Design regfile_wr_ctrl, sky130hd; sources not shown.
Figure 1. M3 wires.
(4 px per um)
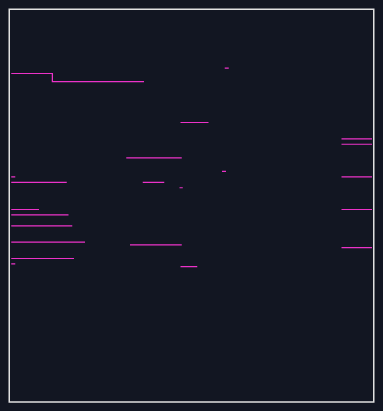
main direction = horizontal
share of all routed wire = 4.7%
longest straight run = 22.8 um
wire length on this layer = 199 um
Vias: 1,331
met3 GRT Util: 3.14%
drt total wl: 4.25 mm

Figure 2. Clock nets.
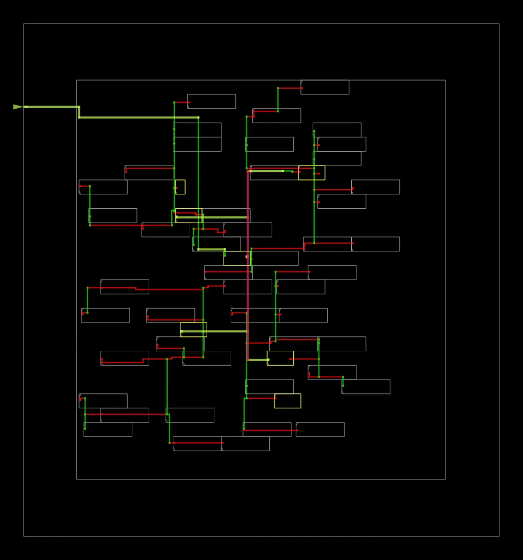
CLK BUF: 6
Clk. pwr: 0.000413 W
Num CTS Buffers: 5
flop count: 47

Figure 3. Signal metal coverage by tile.
(4 px per um) 18 x 20 tiles, from black (low) to pale yellow (high), scaled to the fullest tile. Values are wire area over tile area, all layers added.
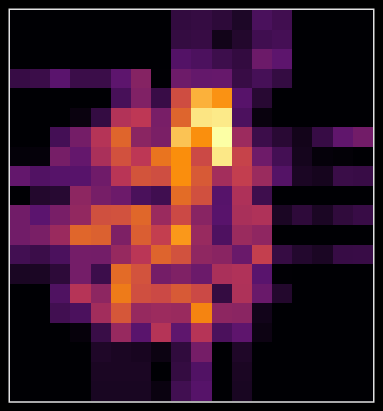
fullest tile = 0.38
tiles over half the peak = 12%
emptiest ninth of the die = bottom right
densest ninth of the die = middle
mean over tiles = 0.075
nearly empty tiles = 38%
total global routing track utilization: 10.2%
Routed wire per std cell: 15.5 um

Figure 4. Cell sizes after repair.
(4 px per um)
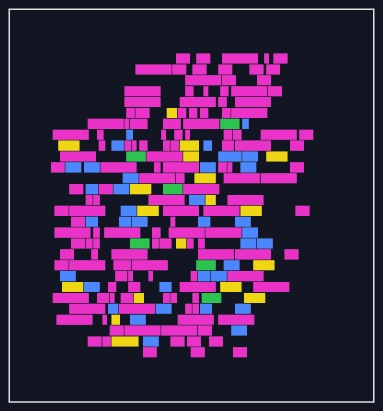
green -> _6 and larger  # cells 6, most used clkbuf_8
yellow -> _3 and _4 cells  # cells 18, most used mux2_4
magenta -> _0 and _1 cells  # cells 140, most used dfrtp_1
blue -> _2 cells  # cells 36, most used mux2_2
final worst slack: 0.839 ns
Final Cell Area: 0.00264 mm^2
Non-clk bufs: 40

==> ci_impl_report.md <==
## Implementation flow summary

| Metric | Value |
|---|---|
| Top delay family on crit path | simple AND/OR/NAND/NOR gates |
| Crit path launch type | flip-flop |
| Final Setup Violations | 0 |
| Initial antenna violation count | 0 |
| CTS max path bufs | 2 |
| FF+latch area | 0.00118 mm^2 |
| GPL Wtd Cong | 0.706 |
| Logic cell area | 896 um^2 |
| Number of global-route vias before repair | 1,505 |
| Logic power comb | 0.00131 W |
| # diodes | 0 |
| Syn-to-layout area delta | 23.0% |
| Syn. warnings | 6 |
| Num Clock Sinks | 47 |
| Psw | 0.000953 W |
| Hpwl dp | 2.92 mm |
| Max VDD drop | 0.000582 V |
| Clock Network Area Fraction | 3.32% |
| Met2 usage | 16.9% |
| DRT iter0 DRCs | 87 |
| Crit-path cells | nor2_1, nor3_1, nor2b_1, ha_1, nor2_1, xor2_1 |
| Seq power | 0.00115 W |
| DRT Pass-1 Iters | 4 |
| Clk pwr share | 14.4% |
| Num ports | 34 |
| Worst Hold Slack | 0.393 ns |
| Gr ovfl total | 0 |
| Post-synth seq share | 54.8% |
| Sequential cell area share | 44.5% |
| Row count | 28 |
| Pre-Place Util | 40.1% |
| Layout cell share with drive strength beyond 1 | 30.0% |
| Slew Limit Fails | 0 |
| Tightest Pin Transition | 0.875 ns |
| Yosys stat cell total | 161 |
| GR peak layer | met2 |
| Antenna-violating nets left | 0 |
| CP Capture Type | flip-flop |
| Area share, top type | 54.8% |
| TritonCTS clock tree | done |
| Logic share of the area | 33.9% |
| Post-Syn Instances | 161 |
| Placed cells | 266 |
| Final Cycle Share | 70.1% |
| F_max | 0.510 GHz |
| DP Area | 0.00255 mm^2 |
| Met1 Use GR | 12.0% |
| Worst path max stage delay | 0.46 ns |
| Buf/Inv on CP | 0 |
| Status | complete, no violations |
| Fill cells | 481 |
| DIE WIDTH | 90.7 um |
| Synth area leaders | dfrtp_1 55%, mux2_2 12%, mux2_4 7.0%, or3b_2 3.3%, o21ai_0 2.6% |
| TAP cells | 75 |
| Logic pwr share | 45.6% |
| Reg2Reg Depth | 6 |
| Post-cts hold-fix buffer tally | 0 |
| Max FFs per register | 22 |
| Largest net degree at the start of global routing | 48 |
| Vias per inst | 4.84 |
| Cell Int Power | 0.00192 W |
| Unique cell types | 30 |
-- cell usage after synthesis --
| cell type | number |
|---|---|
| nor2b_1 | 2 |
| nand2b_4 | 1 |
| a21oi_1 | 8 |
| mux2i_1 | 1 |
| o32ai_1 | 1 |
| or2_2 | 1 |
| xnor2_1 | 3 |
| or4_4 | 1 |
| inv_4 | 1 |
| o32ai_2 | 1 |
| inv_1 | 2 |
| buf_6 | 3 |
| dfrtp_1 | 47 |
| mux2_4 | 10 |
| clkbuf_1 | 4 |
| o21ai_0 | 11 |
| xor2_1 | 2 |
| nand2b_1 | 8 |
| and3_2 | 1 |
| and2_1 | 1 |
| o22ai_1 | 6 |
| buf_2 | 1 |
| nand2_1 | 6 |
| mux2_2 | 23 |
| nor3b_4 | 1 |
| nor2_1 | 2 |
| nor3_1 | 1 |
| or4b_4 | 1 |
| or3b_2 | 8 |
| ha_1 | 3 |
-- metal layers --
metal  part of all wire, %  vias to the layer above
met4                   1.4                        0
met5                     0                        -
li1                      -                      640
met3                   4.7                        7
met2                    50                       23
met1                    44                      661
-- kinds of logic (layout without fill, tap and decap cells) --
logic type                 count (synthesis)  after routing  synth area share, %
AOI/OAI and AO/OA                         27             27                 7.34
buffers and inverters                     11             50                 3.15
xor gates and xnor gates                   5              5                 2.04
DFF                                       47             47                 54.8
and+or+nand+nor                           34             34                 11.4
muxes                                     34             34                 19.5
adders and majority gates                  3              3                 1.75
-- cell usage in the layout, fill, tap and decap left out, types with 4 or more instances in the layout --
cell / n
clkbuf_8: 6
a21oi_1: 8
nand2b_1: 9
dlygate4sd3_1: 5
or3b_2: 8
o22ai_1: 6
clkdlybuf4s50_1: 28
buf_4: 4
mux2_4: 10
o21ai_0: 11
nand2_1: 6
mux2_2: 23
dfrtp_1: 47
No activity file was given, so power comes from the tool's default toggle rates.
